`src/rtl/alu_pkg.sv`:
```
// Shared definitions for the multicycle ALU and its command decoder.
// Opcodes, flag bit positions and the control FSM encoding.
package alu_pkg;

    localparam logic [3:0] OP_ADD  = 4'd0;
    localparam logic [3:0] OP_SUB  = 4'd1;
    localparam logic [3:0] OP_MUL  = 4'd2;
    localparam logic [3:0] OP_DIV  = 4'd3;
    localparam logic [3:0] OP_AND  = 4'd4;
    localparam logic [3:0] OP_OR   = 4'd5;
    localparam logic [3:0] OP_NAND = 4'd6;
    localparam logic [3:0] OP_NOR  = 4'd7;
    localparam logic [3:0] OP_XOR  = 4'd8;
    localparam logic [3:0] OP_XNOR = 4'd9;
    localparam logic [3:0] OP_EQ   = 4'd10;
    localparam logic [3:0] OP_GT   = 4'd11;
    localparam logic [3:0] OP_SHR  = 4'd12;
    localparam logic [3:0] OP_SHL  = 4'd13;
    localparam logic [3:0] OP_ROR  = 4'd14;
    localparam logic [3:0] OP_ROL  = 4'd15;

    localparam int FLAG_ZERO  = 0;
    localparam int FLAG_CARRY = 1;
    localparam int FLAG_OVF   = 2;
    localparam int FLAG_DIV0  = 3;

    typedef enum logic {
        S_IDLE    = 1'b0,
        S_DIV_RUN = 1'b1
    } alu_state_t;

endpackage

```
`src/rtl/alu_divider.sv`:
```
// Iterative restoring divider, one quotient bit per clock.
// First step runs on the start edge; result is combinational on done.
module alu_divider
    import alu_pkg::*;
#(
    parameter int WIDTH = 8
) (
    input  logic             i_clk,
    input  logic             i_rst,
    input  logic             start,
    input  logic [WIDTH-1:0] dividend,
    input  logic [WIDTH-1:0] divisor,
    output logic             busy,
    output logic             done,
    output logic [WIDTH-1:0] quotient,
    output logic [WIDTH-1:0] remainder
);

    localparam int CW = $clog2(WIDTH);

    logic [CW-1:0]    cnt_q;
    logic             busy_q;
    logic [WIDTH-1:0] rem_q;
    logic [WIDTH-1:0] quo_q;
    logic [WIDTH-1:0] dvs_q;

    logic [WIDTH-1:0] src_rem;
    logic [WIDTH-1:0] src_quo;
    logic [WIDTH-1:0] src_dvs;
    logic [WIDTH:0]   rem_sh;
    logic [WIDTH:0]   diff;
    logic [WIDTH-1:0] nxt_rem;
    logic [WIDTH-1:0] nxt_quo;

    // One restoring step on either fresh operands or the running state
    always_comb begin
        src_rem = start ? '0 : rem_q;
        src_quo = start ? dividend : quo_q;
        src_dvs = start ? divisor : dvs_q;
        rem_sh  = {src_rem, src_quo[WIDTH-1]};
        diff    = rem_sh - {1'b0, src_dvs};
        if (diff[WIDTH]) begin
            nxt_rem = rem_sh[WIDTH-1:0];
            nxt_quo = {src_quo[WIDTH-2:0], 1'b0};
        end else begin
            nxt_rem = diff[WIDTH-1:0];
            nxt_quo = {src_quo[WIDTH-2:0], 1'b1};
        end
    end

    assign busy      = busy_q;
    assign done      = busy_q && (cnt_q == CW'(WIDTH - 1));
    assign quotient  = nxt_quo;
    assign remainder = nxt_rem;

    // Iteration counter and partial remainder/quotient registers
    always_ff @(posedge i_clk or posedge i_rst) begin
        if (i_rst) begin
            busy_q <= 1'b0;
            cnt_q  <= '0;
            rem_q  <= '0;
            quo_q  <= '0;
            dvs_q  <= '0;
        end else if (start) begin
            busy_q <= 1'b1;
            cnt_q  <= CW'(1);
            rem_q  <= nxt_rem;
            quo_q  <= nxt_quo;
            dvs_q  <= divisor;
        end else if (busy_q) begin
            rem_q <= nxt_rem;
            quo_q <= nxt_quo;
            if (done) begin
                busy_q <= 1'b0;
                cnt_q  <= '0;
            end else begin
                cnt_q <= cnt_q + CW'(1);
            end
        end
    end

endmodule

```
`src/rtl/multicycle_alu.sv`:
```
// Multicycle ALU: single-cycle ops plus an iterative divider.
// Owns the control FSM, result mux and registered outputs.
module multicycle_alu
    import alu_pkg::*;
#(
    parameter int WIDTH   = 8,
    parameter int SHAMT_W = $clog2(WIDTH)
) (
    input  logic               i_clk,
    input  logic               i_rst,
    input  logic               i_en,
    input  logic [WIDTH-1:0]   i_a,
    input  logic [WIDTH-1:0]   i_b,
    input  logic [3:0]         i_func,
    output logic               o_ready,
    output logic               o_valid,
    output logic [2*WIDTH-1:0] o_alu_out,
    output logic [3:0]         o_flags
);

    alu_state_t state_q;
    alu_state_t state_d;

    logic               accept;
    logic               div_start;
    logic               div_busy;
    logic               div_done;
    logic [WIDTH-1:0]   div_quo;
    logic [WIDTH-1:0]   div_rem;
    logic [2*WIDTH-1:0] res;
    logic [3:0]         flg;
    logic [WIDTH:0]     sum;
    logic [WIDTH:0]     dif;
    logic [2*WIDTH-1:0] prod;
    logic [2*WIDTH-1:0] dbl;
    logic [2*WIDTH-1:0] rot_r;
    logic [2*WIDTH-1:0] rot_l;
    logic [SHAMT_W-1:0] amt;

    assign accept    = i_en && o_ready;
    assign div_start = accept && (i_func == OP_DIV) && (i_b != '0);

    alu_divider #(.WIDTH(WIDTH)) u_div (
        .i_clk     (i_clk),
        .i_rst     (i_rst),
        .start     (div_start),
        .dividend  (i_a),
        .divisor   (i_b),
        .busy      (div_busy),
        .done      (div_done),
        .quotient  (div_quo),
        .remainder (div_rem)
    );

    // FSM state register
    always_ff @(posedge i_clk or posedge i_rst) begin
        if (i_rst) state_q <= S_IDLE;
        else       state_q <= state_d;
    end

    // FSM next state: leave DIV_RUN on the final divider step
    always_comb begin
        state_d = state_q;
        unique case (state_q)
            S_IDLE:    if (div_start) state_d = S_DIV_RUN;
            S_DIV_RUN: if (div_done || !div_busy) state_d = S_IDLE;
            default:   state_d = S_IDLE;
        endcase
    end

    // FSM outputs
    always_comb begin
        o_ready = (state_q == S_IDLE);
    end

    // Single-cycle result and flag mux
    always_comb begin
        res   = '0;
        flg   = '0;
        amt   = i_b[SHAMT_W-1:0];
        sum   = {1'b0, i_a} + {1'b0, i_b};
        dif   = {1'b0, i_a} - {1'b0, i_b};
        prod  = {{WIDTH{1'b0}}, i_a} * {{WIDTH{1'b0}}, i_b};
        dbl   = {i_a, i_a};
        rot_r = dbl >> amt;
        rot_l = dbl << amt;
        case (i_func)
            OP_ADD: begin
                res[WIDTH-1:0]  = sum[WIDTH-1:0];
                flg[FLAG_CARRY] = sum[WIDTH];
                flg[FLAG_OVF]   = (i_a[WIDTH-1] == i_b[WIDTH-1]) &&
                                  (sum[WIDTH-1] != i_a[WIDTH-1]);
            end
            OP_SUB: begin
                res[WIDTH-1:0]  = dif[WIDTH-1:0];
                flg[FLAG_CARRY] = (i_a < i_b);
                flg[FLAG_OVF]   = (i_a[WIDTH-1] != i_b[WIDTH-1]) &&
                                  (dif[WIDTH-1] != i_a[WIDTH-1]);
            end
            OP_MUL: begin
                res           = prod;
                flg[FLAG_OVF] = |prod[2*WIDTH-1:WIDTH];
            end
            OP_DIV: begin
                res            = {i_a, {WIDTH{1'b1}}};
                flg[FLAG_DIV0] = 1'b1;
            end
            OP_AND:  res[WIDTH-1:0] = i_a & i_b;
            OP_OR:   res[WIDTH-1:0] = i_a | i_b;
            OP_NAND: res[WIDTH-1:0] = ~(i_a & i_b);
            OP_NOR:  res[WIDTH-1:0] = ~(i_a | i_b);
            OP_XOR:  res[WIDTH-1:0] = i_a ^ i_b;
            OP_XNOR: res[WIDTH-1:0] = ~(i_a ^ i_b);
            OP_EQ:   res[0] = (i_a == i_b);
            OP_GT:   res[0] = (i_a > i_b);
            OP_SHR:  res[WIDTH-1:0] = i_a >> amt;
            OP_SHL:  res[WIDTH-1:0] = i_a << amt;
            OP_ROR:  res[WIDTH-1:0] = rot_r[WIDTH-1:0];
            OP_ROL:  res[WIDTH-1:0] = rot_l[2*WIDTH-1:WIDTH];
            default: res = '0;
        endcase
        flg[FLAG_ZERO] = (res == '0);
    end

    // Output registers: single-cycle result or finished division
    always_ff @(posedge i_clk or posedge i_rst) begin
        if (i_rst) begin
            o_valid   <= 1'b0;
            o_alu_out <= '0;
            o_flags   <= '0;
        end else begin
            o_valid <= 1'b0;
            if (div_done) begin
                o_valid   <= 1'b1;
                o_alu_out <= {div_rem, div_quo};
                o_flags   <= {3'b000, ({div_rem, div_quo} == '0)};
            end else if (accept && !div_start) begin
                o_valid   <= 1'b1;
                o_alu_out <= res;
                o_flags   <= flg;
            end
        end
    end

endmodule

```
`config.mk`:
```
export PLATFORM = sky130hd
export DESIGN_NAME = multicycle_alu
export DESIGN_NICKNAME = d
export VERILOG_FILES = /design/src/rtl/alu_pkg.sv /design/src/rtl/alu_divider.sv /design/src/rtl/multicycle_alu.sv
export SDC_FILE = /design/constraint.sdc
export NUM_CORES = 1
export LEC_CHECK = 0
export CAP_MARGIN = 20
export CORE_ASPECT_RATIO = 1.1
export CORE_UTILIZATION = 40
export DETAILED_ROUTE_END_ITERATION = 8
export GPL_TIMING_DRIVEN = 1
export PLACE_DENSITY_LB_ADDON = 0.1
export SETUP_SLACK_MARGIN = 0.1
export SLEW_MARGIN = 20
export SYNTH_ARGS = -nofsm -noshare
export SYNTH_HDL_FRONTEND = slang
export SYNTH_SLANG_ARGS = --single-unit
```
`constraint.sdc`:
```
create_clock -name i_clk -period 4.5 [get_ports i_clk]
set_input_delay 0.9 -clock i_clk [delete_from_list [all_inputs] [get_ports i_clk]]
set_output_delay 0.9 -clock i_clk [all_outputs]
set_load 0.1 [all_outputs]
```
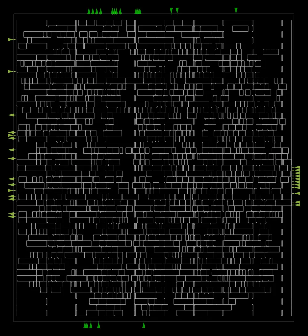
Fig. 1. Cell placement.
core box area: 17900 sq um
Cell Rows: 51

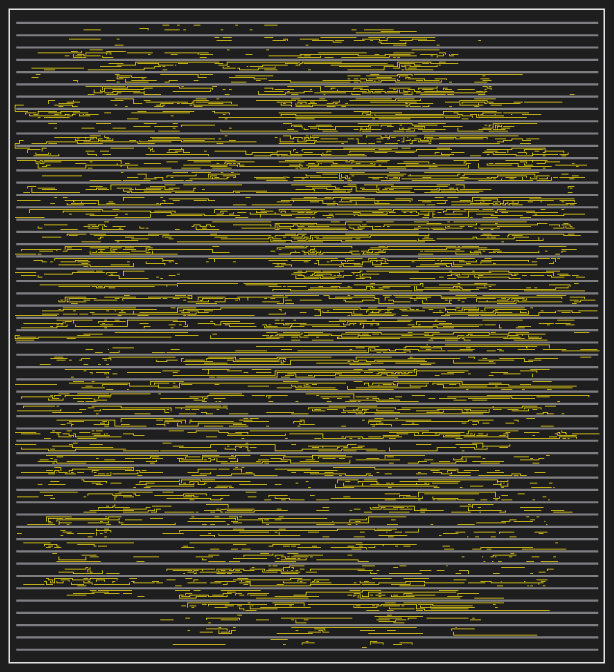
Fig. 2. Signal wires on met1.
Supply wires on this layer in gray.
nets with wire on the layer: 1092
longest straight run: 49.7 microns
main direction: horizontal
wire length on this layer: 11400 microns

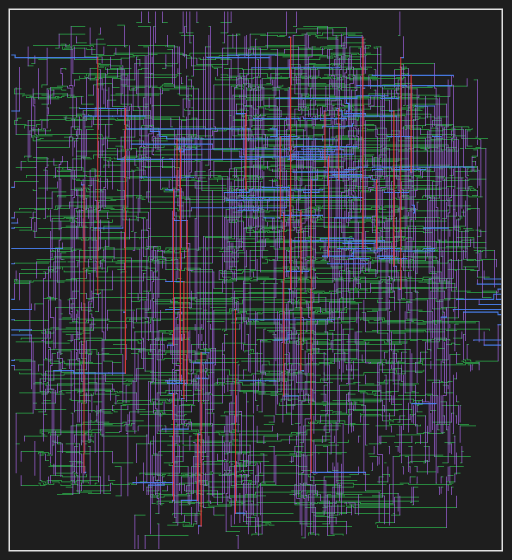
Fig. 3. Routed metal, one color a layer.
[purple] metal 2 | wire length: 12900 microns
[blue] metal 3 | wire length: 1190 microns
[green] metal 1 | wire length: 11400 microns
[red] metal 4 | wire length: 1090 microns
final WL: 26600 microns
vias: 7505

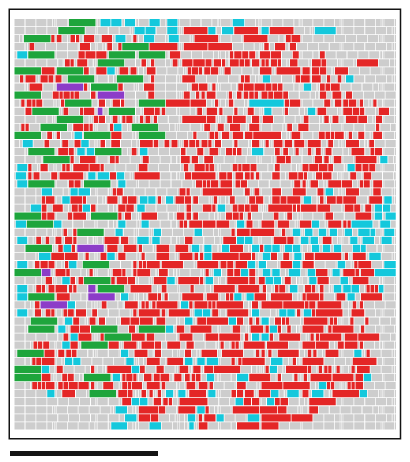
Fig. 4. Cell classes on the final placement.
Bar = 50 microns. Fill, decap, tap and diode cells in gray.
[green] flops | cells: 50 | share of their area: 13%
[red] combinational and other logic | cells: 794 | share of their area: 67%
[cyan] other buffers and delay cells | cells: 199 | share of their area: 18%
[purple] clock drivers and dummy loads | cells: 8 | share of their area: 1.5%
Finished Core Util: 55.1%
Finished Cell Area: 9840 sq um
Seq area share: 12.7%

==> flow_summary.yaml <==
# flow metrics
status:
  status: "finished with violations"
  violations: "negative setup slack"
final_timing:
  finalClockSkew_ps: 6.59
  finalSetupViolCount: 12
  hold-worst-slack_ps: 485
  fin_ws_ps: -362
  hold_viol_final: 0
  finalCriticalPeriod_ps: 4860
layout:
  combGateArea_sq_um: 6050
  num-nonclk-inverters: 91
  seq_area_sq_um: 1250
  final_common_cell: "buf_4"
  flop-count: 50
  layout.nonclk_buf_share_pct: 17.3
  n_all_buffers: 199
  nets: 1183
  top_register: "o_alu_out"
  largest_reg_flops: 16
min_path:
  hold_path_class: "flop to flop"
global_routing:
  antenna_found_initial: 1
  grt.total_usage_pct: 29.0
  grt-ovfl-total: 0
  grt_max_degree: 51
  use_met2_pct: 50.7
  grt_pass1_vias: 7498
  top_usage_layer: "met2"
  grt_use_met1_pct: 37.2
power:
  clock_net_power_w: 0.000374
  seqPwrFrac_pct: 15.5
  pg_comb_w: 0.00349
  power_sequential_w: 0.000709
clock_network:
  cts.path.max_buffers: 2
  postCtsHoldBufs: 0
  cts_tree: "built"
  clk_pin_slew_worst_paths_ps: 70
  cts_buffers: 5
synthesis:
  synth_top_flop_cell: "dfrtp_1"
  compound_area_share_pct: 20.8
  avgSynthCellArea_sq_um: 8.18
  synthTopCellsByArea: "dfrtp_1, ha_1, fa_1"
  syn_inst: 900
  ys_seq_share_pct: 17.0
  synthXorXnorAreaFrac_pct: 2.50
  yosysUniqueCellTypes: 80
  yosys-stat-cells: 900
  yosys_area_sq_um: 7360
  yosysMostFrequentCell: "nor2_1"
  yosys.area_share.simple_pct: 19.7
  ys_warn_count: 0
  fa_ha_area_share_pct: 22.7
route:
  first_pass_iters: 5
  drt_iter0_drc: 546
  drt-met1-wl_microns: 11400
  wl_per_cell_microns: 20.6
  wl_met2_microns: 12900
  drc: 0
placement:
  routabilityCongestion: 0.959
  dp_slack_ps: -1370
  place.detailed.hpwl_microns: 20200
  portBuffers: 44
job:
  warnings: 46
floorplanning:
  die_y_microns: 144
  nWellTaps: 238
  die_area_sq_um: 19000
worst_setup_path:
  crit_fanout: 6
  critPathCapture: "o_alu_out[15]$_DFFE_PP0P_"
  path_depth: 17
  timing.critical_path.mode_cell: "fa_1"
  cp_data_required_time_ps: 4710
  critical_path.top_delay_family: "adder cells"
  reg2reg_depth: 14
Power and IR drop assume default switching activity.
